<file path="src/rtl/npu_axil_pkg.sv">
// npu_axil_pkg: register map offsets, window bases, response codes and bit
// positions shared by the NPU AXI4-Lite register block and its decoder.
package npu_axil_pkg;

  localparam logic [11:0] OFF_CTRL       = 12'h000;
  localparam logic [11:0] OFF_STATUS     = 12'h004;
  localparam logic [11:0] OFF_CONFIG     = 12'h008;
  localparam logic [11:0] OFF_INT_STATUS = 12'h00C;
  localparam logic [11:0] OFF_INT_EN     = 12'h010;

  localparam logic [11:0] BASE_WGT = 12'h100;
  localparam logic [11:0] BASE_IN  = 12'h200;
  localparam logic [11:0] BASE_OUT = 12'h300;

  localparam logic [1:0] RESP_OKAY   = 2'b00;
  localparam logic [1:0] RESP_SLVERR = 2'b10;

  localparam int unsigned CTRL_START_BIT  = 1;
  localparam int unsigned CFG_W           = 9;
  localparam int unsigned CFG_RELU_BIT    = 8;
  localparam int unsigned INT_DONE_BIT    = 0;
  localparam int unsigned STATUS_BUSY_BIT = 0;
  localparam int unsigned STATUS_DONE_BIT = 1;

  // Word offset inside a 256-byte window
  localparam int unsigned WIN_IDX_W = 6;

  typedef enum logic [3:0] {
    RG_NONE,
    RG_CTRL,
    RG_STATUS,
    RG_CONFIG,
    RG_INT_STATUS,
    RG_INT_EN,
    RG_WGT,
    RG_IN,
    RG_OUT
  } region_t;

endpackage

</file>
<file path="src/rtl/npu_axil_decode.sv">
// npu_axil_decode: combinational byte offset -> {region, window index, legal}.
// One instance serves the write address channel, one the read address channel.
module npu_axil_decode
  import npu_axil_pkg::*;
#(
  parameter int unsigned MATRIX_SIZE = 8
)(
  input  logic [11:0]          addr,
  output region_t              region,
  output logic [WIN_IDX_W-1:0] index,
  output logic                 legal
);

  logic [31:0] word;

  assign index = addr[7:2];
  assign word  = 32'(addr[7:2]);

  // Classify the offset and range-check window indices
  always_comb begin
    region = RG_NONE;
    legal  = 1'b0;
    case (addr[11:8])
      4'h0: begin
        legal = 1'b1;
        case (addr[7:2])
          OFF_CTRL[7:2]:       region = RG_CTRL;
          OFF_STATUS[7:2]:     region = RG_STATUS;
          OFF_CONFIG[7:2]:     region = RG_CONFIG;
          OFF_INT_STATUS[7:2]: region = RG_INT_STATUS;
          OFF_INT_EN[7:2]:     region = RG_INT_EN;
          default: begin
            region = RG_NONE;
            legal  = 1'b0;
          end
        endcase
      end
      BASE_WGT[11:8]: begin
        region = RG_WGT;
        legal  = (word < 32'(MATRIX_SIZE * MATRIX_SIZE));
      end
      BASE_IN[11:8]: begin
        region = RG_IN;
        legal  = (word < 32'(MATRIX_SIZE));
      end
      BASE_OUT[11:8]: begin
        region = RG_OUT;
        legal  = (word < 32'(MATRIX_SIZE));
      end
      default: begin
        region = RG_NONE;
        legal  = 1'b0;
      end
    endcase
  end

endmodule

</file>
<file path="src/rtl/npu_axil_regs.sv">
// npu_axil_regs: AXI4-Lite responder for the NPU control plane.
// Optional build macro NPU_AXIL_WSTRB_EN: CONFIG/INT_EN honour wstrb per byte
// and WEIGHT/INPUT writes require wstrb[1:0] == 2'b11.
module npu_axil_regs
  import npu_axil_pkg::*;
#(
  parameter int unsigned AXI_ADDR_WIDTH = 32,
  parameter int unsigned AXI_DATA_WIDTH = 32,
  parameter int unsigned DATA_WIDTH     = 16,
  parameter int unsigned MATRIX_SIZE    = 8
)(
  input  logic                                  aclk,
  input  logic                                  areset,
  input  logic [AXI_ADDR_WIDTH-1:0]             s_axi_awaddr,
  input  logic [2:0]                            s_axi_awprot,
  input  logic                                  s_axi_awvalid,
  output logic                                  s_axi_awready,
  input  logic [AXI_DATA_WIDTH-1:0]             s_axi_wdata,
  input  logic [AXI_DATA_WIDTH/8-1:0]           s_axi_wstrb,
  input  logic                                  s_axi_wvalid,
  output logic                                  s_axi_wready,
  output logic [1:0]                            s_axi_bresp,
  output logic                                  s_axi_bvalid,
  input  logic                                  s_axi_bready,
  input  logic [AXI_ADDR_WIDTH-1:0]             s_axi_araddr,
  input  logic [2:0]                            s_axi_arprot,
  input  logic                                  s_axi_arvalid,
  output logic                                  s_axi_arready,
  output logic [AXI_DATA_WIDTH-1:0]             s_axi_rdata,
  output logic [1:0]                            s_axi_rresp,
  output logic                                  s_axi_rvalid,
  input  logic                                  s_axi_rready,
  output logic                                  core_start,
  input  logic                                  core_busy,
  input  logic                                  core_done,
  output logic [7:0]                            cfg_size,
  output logic                                  cfg_relu,
  output logic                                  wgt_we,
  output logic [$clog2(MATRIX_SIZE*MATRIX_SIZE)-1:0] wgt_idx,
  output logic                                  in_we,
  output logic [$clog2(MATRIX_SIZE)-1:0]        in_idx,
  output logic [DATA_WIDTH-1:0]                 wr_data,
  input  logic [MATRIX_SIZE*DATA_WIDTH-1:0]     out_vec,
  output logic                                  interrupt
);

  localparam int unsigned WIDX_W = $clog2(MATRIX_SIZE * MATRIX_SIZE);
  localparam int unsigned IIDX_W = $clog2(MATRIX_SIZE);

  region_t                aw_region, ar_region;
  logic [WIN_IDX_W-1:0]   aw_index, ar_index;
  logic                   aw_legal, ar_legal;

  logic                   wr_acc, rd_acc;
  logic [CFG_W-1:0]       cfg_q, cfg_next;
  logic                   int_en_q, int_en_next;
  logic                   int_status_q;
  logic                   w1c, wgt_fire, in_fire, start_fire;
  logic [1:0]             wr_resp, rd_resp;
  logic [AXI_DATA_WIDTH-1:0] rd_val;
  logic [DATA_WIDTH-1:0]  out_elem;
  logic                   unused_ok;

  npu_axil_decode #(.MATRIX_SIZE(MATRIX_SIZE)) u_aw_decode (
    .addr   (s_axi_awaddr[11:0]),
    .region (aw_region),
    .index  (aw_index),
    .legal  (aw_legal)
  );

  npu_axil_decode #(.MATRIX_SIZE(MATRIX_SIZE)) u_ar_decode (
    .addr   (s_axi_araddr[11:0]),
    .region (ar_region),
    .index  (ar_index),
    .legal  (ar_legal)
  );

  // AW and W are only taken together; an open B response blocks the next write
  assign wr_acc        = s_axi_awvalid & s_axi_wvalid & ~s_axi_bvalid;
  assign s_axi_awready = wr_acc;
  assign s_axi_wready  = wr_acc;
  assign rd_acc        = s_axi_arvalid & ~s_axi_rvalid;
  assign s_axi_arready = rd_acc;

  assign cfg_size = cfg_q[7:0];
  assign cfg_relu = cfg_q[CFG_RELU_BIT];

  assign unused_ok = ^{s_axi_awprot, s_axi_arprot, s_axi_awaddr, s_axi_araddr,
                       s_axi_wstrb, s_axi_wdata};

  // Decode the accepted write into register updates, strobes and a response
  always_comb begin
    wr_resp     = RESP_OKAY;
    cfg_next    = cfg_q;
    int_en_next = int_en_q;
    w1c         = 1'b0;
    wgt_fire    = 1'b0;
    in_fire     = 1'b0;
    start_fire  = 1'b0;
    if (!aw_legal) begin
      wr_resp = RESP_SLVERR;
    end else begin
      case (aw_region)
        RG_CTRL:       start_fire = s_axi_wdata[CTRL_START_BIT] & ~core_busy;
        RG_CONFIG: begin
`ifdef NPU_AXIL_WSTRB_EN
          if (s_axi_wstrb[0]) cfg_next[7:0]        = s_axi_wdata[7:0];
          if (s_axi_wstrb[1]) cfg_next[CFG_RELU_BIT] = s_axi_wdata[CFG_RELU_BIT];
`else
          cfg_next = s_axi_wdata[CFG_W-1:0];
`endif
        end
        RG_INT_STATUS: w1c = s_axi_wdata[INT_DONE_BIT];
        RG_INT_EN: begin
`ifdef NPU_AXIL_WSTRB_EN
          if (s_axi_wstrb[0]) int_en_next = s_axi_wdata[0];
`else
          int_en_next = s_axi_wdata[0];
`endif
        end
        RG_WGT, RG_IN: begin
          if (core_busy) begin
            wr_resp = RESP_SLVERR;
`ifdef NPU_AXIL_WSTRB_EN
          end else if (s_axi_wstrb[1:0] != 2'b11) begin
            wr_resp = RESP_SLVERR;
`endif
          end else if (aw_region == RG_WGT) begin
            wgt_fire = 1'b1;
          end else begin
            in_fire = 1'b1;
          end
        end
        default: ;
      endcase
    end
  end

  // Read data mux; write-only regions read as zero
  always_comb begin
    rd_resp  = RESP_OKAY;
    rd_val   = '0;
    out_elem = out_vec[ar_index[IIDX_W-1:0] * DATA_WIDTH +: DATA_WIDTH];
    if (!ar_legal) begin
      rd_resp = RESP_SLVERR;
    end else begin
      case (ar_region)
        RG_STATUS: begin
          rd_val[STATUS_BUSY_BIT] = core_busy;
          rd_val[STATUS_DONE_BIT] = int_status_q;
        end
        RG_CONFIG:     rd_val[CFG_W-1:0]   = cfg_q;
        RG_INT_STATUS: rd_val[INT_DONE_BIT] = int_status_q;
        RG_INT_EN:     rd_val[0]            = int_en_q;
        RG_OUT:        rd_val = AXI_DATA_WIDTH'($signed(out_elem));
        default: ;
      endcase
    end
  end

  // Write channel: apply effects one cycle after accept, hold B until bready
  always_ff @(posedge aclk or posedge areset) begin
    if (areset) begin
      s_axi_bvalid <= 1'b0;
      s_axi_bresp  <= RESP_OKAY;
      cfg_q        <= '0;
      int_en_q     <= 1'b0;
      wgt_we       <= 1'b0;
      in_we        <= 1'b0;
      core_start   <= 1'b0;
      wgt_idx      <= '0;
      in_idx       <= '0;
      wr_data      <= '0;
    end else begin
      wgt_we     <= 1'b0;
      in_we      <= 1'b0;
      core_start <= 1'b0;
      if (wr_acc) begin
        s_axi_bvalid <= 1'b1;
        s_axi_bresp  <= wr_resp;
        cfg_q        <= cfg_next;
        int_en_q     <= int_en_next;
        wgt_we       <= wgt_fire;
        in_we        <= in_fire;
        core_start   <= start_fire;
        if (wgt_fire || in_fire) wr_data <= s_axi_wdata[DATA_WIDTH-1:0];
        if (wgt_fire) wgt_idx <= aw_index[WIDX_W-1:0];
        if (in_fire)  in_idx  <= aw_index[IIDX_W-1:0];
      end else if (s_axi_bready) begin
        s_axi_bvalid <= 1'b0;
      end
    end
  end

  // Done flag (set beats W1C) and the registered interrupt level
  always_ff @(posedge aclk or posedge areset) begin
    if (areset) begin
      int_status_q <= 1'b0;
      interrupt    <= 1'b0;
    end else begin
      int_status_q <= core_done | (int_status_q & ~(wr_acc & w1c));
      interrupt    <= int_status_q & int_en_q;
    end
  end

  // Read channel: capture data at accept, hold R until rready
  always_ff @(posedge aclk or posedge areset) begin
    if (areset) begin
      s_axi_rvalid <= 1'b0;
      s_axi_rdata  <= '0;
      s_axi_rresp  <= RESP_OKAY;
    end else if (rd_acc) begin
      s_axi_rvalid <= 1'b1;
      s_axi_rdata  <= rd_val;
      s_axi_rresp  <= rd_resp;
    end else if (s_axi_rready) begin
      s_axi_rvalid <= 1'b0;
    end
  end

endmodule
</file>
<file path="config.mk">
export PLATFORM = sky130hd
export DESIGN_NAME = npu_axil_regs
export DESIGN_NICKNAME = d
export VERILOG_FILES = /design/src/rtl/npu_axil_pkg.sv /design/src/rtl/npu_axil_decode.sv /design/src/rtl/npu_axil_regs.sv
export SDC_FILE = /design/constraint.sdc
export NUM_CORES = 1
export LEC_CHECK = 0
export ABC_AREA = 1
export CAP_MARGIN = 10
export CORE_AREA = 2 2 125 127
export CTS_BUF_LIST = sky130_fd_sc_hd__clkbuf_8
export DETAILED_ROUTE_END_ITERATION = 8
export DIE_AREA = 0 0 127 129
export GPL_TIMING_DRIVEN = 1
export PLACE_DENSITY = 0.67
export SLEW_MARGIN = 20
export SYNTH_ARGS = -nofsm -noshare
export SYNTH_HDL_FRONTEND = slang
export SYNTH_SLANG_ARGS = --single-unit
</file>
<file path="constraint.sdc">
create_clock -name aclk -period 2.3 [get_ports aclk]
set_input_delay 0.46 -clock aclk [delete_from_list [all_inputs] [get_ports aclk]]
set_output_delay 0.46 -clock aclk [all_outputs]
set_load 0.01 [all_outputs]
</file>
Run 1, cell placement:
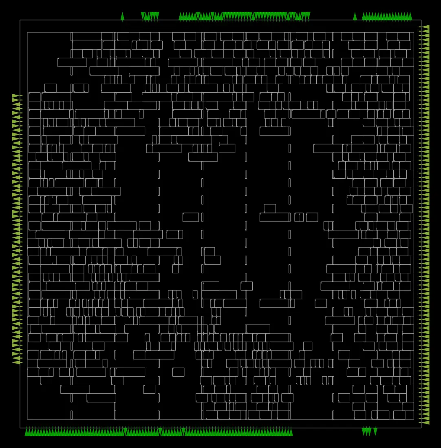
sequential portion of the cell area: 22.3%
final standard cell utilization of the core: 44.9%
Site Rows: 45
fillers: 1534
Final Non-Filler Cells: 955

Run 1, local utilization:
The die is cut into 13 by 13 equal tiles; white is low, dark blue is high, 0 to 100% covered.
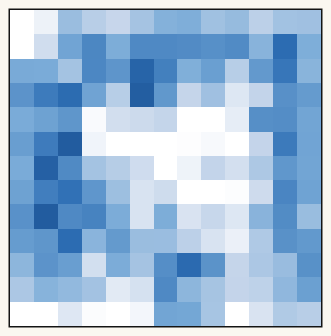
tiles over 75% full = 5.3%
fullest tile = 82%
mean over tiles = 40%
nearly empty tiles = 11%
densest ninth of the die = middle left

==> design notes, run 1 <==
Counting flops with a built-in enable in the synthesized netlist gives 0. The post-route netlist has 11.3% of its cells at a drive strength greater than 1. The part of the total power dissipated in the clock network is 37.3%. The final tally of setup violations was 0. The wire length reported by the detailed router is 15.0 mm, and the internal power is 2100 uW. Listed in order, past its start point the critical path passes clkdlybuf4s50_1 > nand3_1 > inv_2 > clkdlybuf4s50_1. In this run, power in the clock network comes to 1060 uW.

The leakage power total was 0.00302 uW. The worst setup path category was in -> out. Setup repair after global routing left no endpoint under its margin. The final worst setup slack is 0.123 ns. Per the repair_timing log after CTS, setup buffers inserted total 0. Looking at the global route congestion table, the highest-usage layer is met2.

The synthesized netlist occupies a cell area of 3850 um^2. Per the detail_route log, met3 wirelength is 1.80 mm. The largest single stage delay on the critical path is 0.54 ns. The run finished with clean final reports. 322 I/O pins were placed. The switching portion of total power comes to 26.2%.

The count of instances resized after the clock tree is built came out at 0. Subtracting the final worst setup slack from the clock period gives 2.18 ns. Of all the cell area in the finished design, non-clock buffers hold 39.8%. The placement summary gives the final routability congestion estimate as 0.797.

For this block, wires on met1 add up to 6.10 mm. The run gives 0.70 ns for the internal reg-to-reg setup slack. Per the area breakdown, the dominant cell category is non-clock buffers. After synthesis, the netlist uses 39 different library cells. By count the netlist is led by sky130_fd_sc_hd__nand2_1 (136), sky130_fd_sc_hd__dfrtp_1 (60), sky130_fd_sc_hd__o21ai_0 (51), sky130_fd_sc_hd__inv_1 (50), sky130_fd_sc_hd__nand3_1 (43). In this run the standard cell core region covers 15000 um^2.

The type of the most critical hold path is in -> async. Max-slew violation count: 0. For this run, the register share of the synthesized area comes to 39.0%. With the total of warnings raised by yosys at 0, the number of well-tap cells placed is 188. With the number of global-route vias before repair at 4275, the clock transition at the registers of the reported paths is 0.07 ns. For the setup skew after layout, the log shows 0.00548 ns. TritonCTS built the clock tree.

The gate family responsible for the most delay along the worst path was buffers and inverters. Counting endpoints that fail hold in the final report gives 0. For the final routed database, the setup TNS stands at 0 ns. The overall die width works out to 127 um.

The kind of start point of the critical path is a primary input. For the maximum clock insertion buffer count, the log shows 2. The uppermost layer routed is met4. After layout, the inverter instance count without clock inverters stands at 55. The number of clock buffers added by TritonCTS is 9. The layout sequential cell count was 60; the share of the clock period used by the worst path after layout was 94.6%. The initial utilization of the core area, before any placement, comes to 25.7%. The number of antenna violations at the first check in global routing is 0.

The cell seen most often among critical-path stages was sky130_fd_sc_hd__clkdlybuf4s50_1. Summing over the stages, the warning tally comes to 96.
Run 1, ports around the boundary:
Pins as bars across the die edge, other pins in grey.
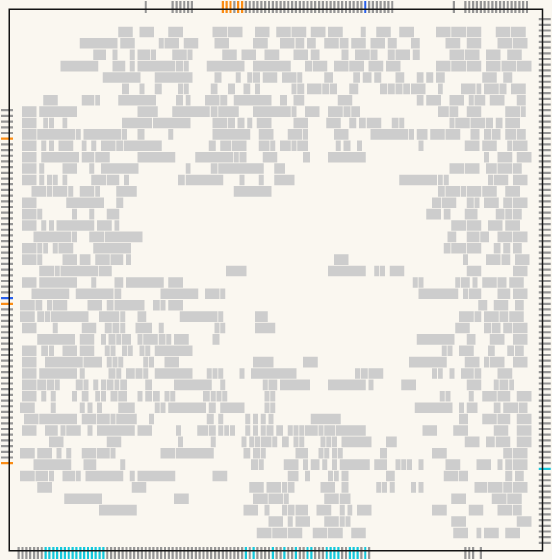
cfg_size -> orange  # pins 8, direction output, edge 5 top, 3 left
s_axi_bresp -> blue  # pins 2, direction output, edge 1 top, 1 left
s_axi_araddr -> cyan  # pins 32, direction input, edge 31 bottom, 1 right
all pins by edge = 96 bottom, 93 right, 70 top, 63 left

Run 1, routed clock nets over the placement:
Scale bar: 50 um.
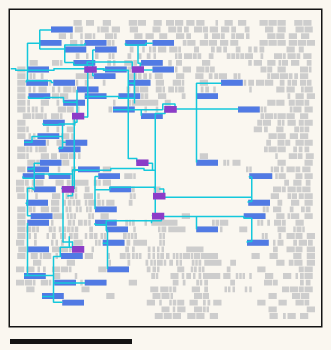
cells driving clock nets -> purple  # count 9
flip-flops -> blue  # count 60
clock wires -> cyan  # length 1020 um
routed clock nets = 10

-- run 1: stage by stage --
stage | total power, uW | cell area, um^2
after global placement | 1810 | 6510
after detailed placement | 1810 | 6510
after CTS | 2900 | 6730
after floorplan | 1360 | 3850
final | 2850 | 6730
after global routing | 3020 | 6730
-- run 1: kinds of logic after synthesis --
| family | Yosys count | share of synthesized area (%) |
|---|---|---|
| AND/OR/NAND/NOR | 257 | 30.0 |
| AND-OR/OR-AND | 113 | 18.8 |
| buffers and inverters | 95 | 12.2 |
| flip-flops | 60 | 39.0 |
| other | 1 | 0.0974 |
-- run 1: worst paths after layout --
check,to,from
worst max register to register,wr_data[1],s_axi_bvalid
worst min register to register,wr_data[14],wr_data[14]
max in group asynchronous,s_axi_rdata[30],areset
worst min-delay path,wr_data[8],areset
min in group aclk,wr_data[14],wr_data[14]
worst max-delay path,s_axi_wready,s_axi_awvalid
-- run 1: state kept, by name, summed over array words and instances, names as in the netlist --
signal and count:
core_start 1, in_idx 3, s_axi_rresp 1, wr_data 16
s_axi_bresp 1, s_axi_bvalid 1, wgt_idx 6, s_axi_rdata 16
cfg_q 9, interrupt 1, int_status_q 1, in_we 1
int_en_q 1, wgt_we 1, s_axi_rvalid 1
-- run 1: cells in the final DEF, fill, tap and decap left out, types with 15 or more instances in the layout --
master / n
sky130_fd_sc_hd__o22ai_1: 23
sky130_fd_sc_hd__nand2_1: 136
sky130_fd_sc_hd__o21ai_0: 51
sky130_fd_sc_hd__o21ai_2: 15
sky130_fd_sc_hd__or2_2: 22
sky130_fd_sc_hd__nor2_1: 40
sky130_fd_sc_hd__clkdlybuf4s50_1: 249
sky130_fd_sc_hd__dfrtp_1: 59
sky130_fd_sc_hd__nand3_1: 43
sky130_fd_sc_hd__inv_1: 48
==> run 2: changes to the inputs <==
==> constraint.sdc (replaced) <==
create_clock -name aclk -period 2.29 [get_ports aclk]
set_input_delay 0.458 -clock aclk [delete_from_list [all_inputs] [get_ports aclk]]
set_output_delay 0.458 -clock aclk [all_outputs]
set_load 0.01 [all_outputs]
Run 2, cell placement:
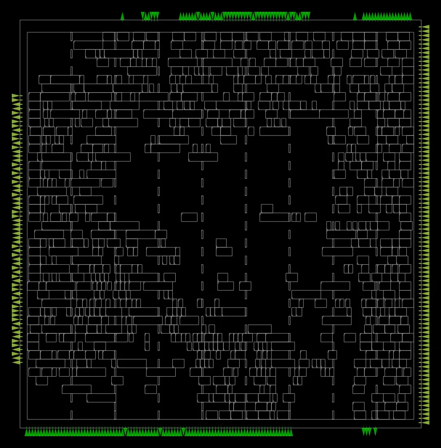
Final Non-Filler Cells: 956
area of the core region: 15000 um^2
final standard cell utilization of the core: 44.9%

Run 2, routed clock nets over the placement:
Scale bar: 50 um.
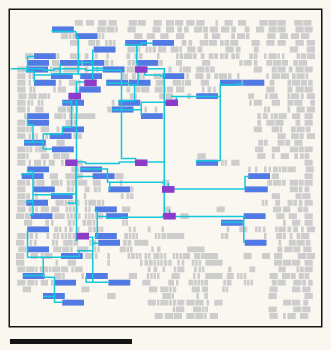
flip-flops -> blue  # count 60
clock wires -> cyan  # length 988 um
cells driving clock nets -> purple  # count 9
flops lie = all over the die

Run 2, met3 routing:
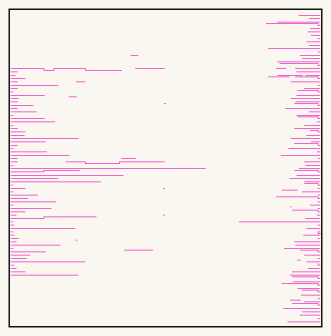
longest straight run = 79.4 um
share of all routed wire = 11%
wire length on this layer = 1580 um

==> run 2 against run 1 <==
First-iteration DRC count shrank 0.56%. Count of clock-buffer cells in the layout grew 1. Global-route usage shrank 0.25 points. Via count grew 0.12%. Largest cell class unchanged. Highest routed layer unchanged.
==> design notes, run 2 <==
The run finished with clean final reports. In the final layout, flip-flops and latches occupy 1500 um^2. According to the floorplan log, the row count is 45. The tools report the number of setup buffers added after CTS as 0. The largest net degree at the start of global routing is 33, and the post-route minimum period is 2.19 ns.

The H-tree was split into 3 levels. The internal reg-to-reg setup slack was 0.62 ns. Across the routed clock network, the largest skew measured is 0.00801 ns.

After clock tree synthesis, the flow added hold-fix buffers numbering 0. The synthesized netlist contains 39 unique library cells. The logs give -0.0667 ns for the pre-CTS setup slack and 1890 um^2 for the combinational gate area. The final tally of setup violations is 0. Library cell occupying the most area in the post-synthesis netlist: sky130_fd_sc_hd__dfrtp_1. In this run, synthesis inferred 0 flip-flops with an integrated enable. The power report shows net switching accounting for 27.3% of the total. The first global-routing pass estimated 22.7 mm of wire. Worst setup path category: in -> out.

In this run, the number of DRC markers left after iteration 0 of detailed routing was 177. The internal power came out at 2040 uW. The run gives 249 for the count of input and output buffers. Sorting the synthesized cells by how often they occur yields sky130_fd_sc_hd__nand2_1 (136), sky130_fd_sc_hd__dfrtp_1 (60), sky130_fd_sc_hd__o21ai_0 (51), sky130_fd_sc_hd__inv_1 (50), sky130_fd_sc_hd__nand3_1 (43). The worst hold path belongs to the class in -> async.

Counting the fill cells in the layout gives 1488. Dividing the final minimum period by the clock period gives 95.6%. The net switching power in the latest report is 768 uW.

Setup repair after global routing left no endpoint under its margin. For the boundary pin count, the log shows 322. The part of the total power dissipated in the clock network came out at 36.1%. At the end of routability-driven placement, the weighted congestion stood at 0.803. With fillers left out, the area of the finished cells amounts to 6730 um^2. The cell area that synthesis handed to floorplanning was 3850 um^2. The max-slew violation count is 0, and the number of global-route vias before repair is 4201.

The synthesis report gives the async set-or-reset register share as 100%. Yosys reports a chip area of 3850 um^2. The warning tally printed by Yosys for this design is 0.

The run gives 9 for the clock buffer count from CTS. Adding up every negative setup slack in the final design gives 0 ns. For the number of antenna violations at the first check in global routing, the log shows 0.

The main area contributors are sky130_fd_sc_hd__dfrtp_1 (39%), sky130_fd_sc_hd__nand2_1 (13%), sky130_fd_sc_hd__o21ai_0 (6.6%), sky130_fd_sc_hd__nand3_1 (5.6%), sky130_fd_sc_hd__inv_1 (4.9%). The run gives 11.5% for the share of post-route cells with drive strength above 1. With the clock transition at the registers of the reported paths at 0.08 ns, the area growth from synthesis to layout is 74.7%.

TritonCTS built the clock tree. The logs give 0.457 GHz for the fmax and 2810 uW for the total power after layout. The commonest register cell is sky130_fd_sc_hd__dfrtp_1. The aggregate global-route resource usage was 17.9%. In the layout the commonest cells are sky130_fd_sc_hd__clkdlybuf4s50_1 (249), sky130_fd_sc_hd__nand2_1 (136), sky130_fd_sc_hd__dfrtp_1 (59).

In the final layout, the registers with the most flip-flops are s_axi_rdata x16, wr_data x16, cfg_q x9. The cell sequence reported for the critical path is clkdlybuf4s50_1 > nand3_1 > inv_2 > clkdlybuf4s50_1. The final worst setup slack was 0.0999 ns. For the antenna diode count, the log shows 0. The vertical extent of the die came out at 129 um.

The number of warnings the tools reported came out at 96. The cell seen most often among critical-path stages is sky130_fd_sc_hd__clkdlybuf4s50_1. The logs give 1006 for the post-layout net count and 0 for the count of instances resized after the clock tree is built. The worst setup path is launched from a primary input.

Most frequently placed logic cell in the final layout: sky130_fd_sc_hd__clkdlybuf4s50_1. Endpoints failing hold in the final report were tallied at 0. STA puts the critical path data arrival time at 1.73 ns. The detailed-route DRC error count came out at 0. The placement stage leaves a total instance area of 6520 um^2.

From left edge to right edge, the die measures 127 um. Summed over all layers, the routed wires come to 15.0 mm. Looking at the clock tree report, the maximum root-to-sink buffer count equals 2. For the leakage power total, the log shows 0.00301 uW. After synthesis, flip-flops and latches occupy 39.0% of the total area. The total overflow left after global routing is 0. The largest stage delay on the critical path was 0.54 ns; the starting utilization of the core area was 25.7%.
-- run 2: cell counts after synthesis --
Identical to the previous run, type by type.
-- run 2: logic make-up (layout without fill, tap and decap cells) --
group	after synthesis	in the layout	synth area share, %
buffers and inverters	95	336	12.2
AND-OR/OR-AND	113	113	18.8
flip-flops	60	60	39.0
AND/OR/NAND/NOR	257	257	30.0
other	1	2	0.0974
-- run 2: final cells by class --
| class | instances | share of cell area (%) |
|---|---|---|
| well taps | 188 | 3.50 |
| repair buffers | 265 | 39.9 |
| flip-flops and latches | 60 | 22.3 |
| clock buffers | 10 | 2.05 |
| multi-input cells | 372 | 28.0 |
| clock inverters | 6 | 1.06 |
| inverters | 55 | 3.11 |
-- run 2: worst paths after layout --
check	startpoint	endpoint	depth (start not counted)
max	s_axi_awvalid	s_axi_awready	4
min	areset	wr_data[8]	2
max reg2reg	s_axi_bvalid	cfg_q[4]	7
min reg2reg	wr_data[14]	wr_data[14]	2
max in group asynchronous	areset	s_axi_rdata[30]	3
min in group aclk	wr_data[14]	wr_data[14]	2
-- run 2: critical path, delay by kind of cell --
family | cells | cell delay, ns
buffers and inverters | 3 | 1.12
and+or+nand+nor | 1 | 0.16
-- run 2: metal layers --
layer,up-vias,global-route usage [%],routed length (um)
met5,-,0,0
met4,0,5.43,227
met3,15,6.94,1580
met2,179,29.6,6950
met1,1937,21.7,6260
li1,2201,-,-
-- run 2: power groups by stage --
stage | sequential, uW | combinational, uW | clock (uW)
2_1_floorplan | 1130 | 233 | 0
3_3_place_gp | 1120 | 701 | 0
3_5_place_dp | 1120 | 703 | 0
4_1_cts | 1100 | 708 | 1060
5_1_grt | 1100 | 763 | 1110
6_report | 1100 | 699 | 1010
Power figures rest on the tool's default switching activity, not on a simulated workload.
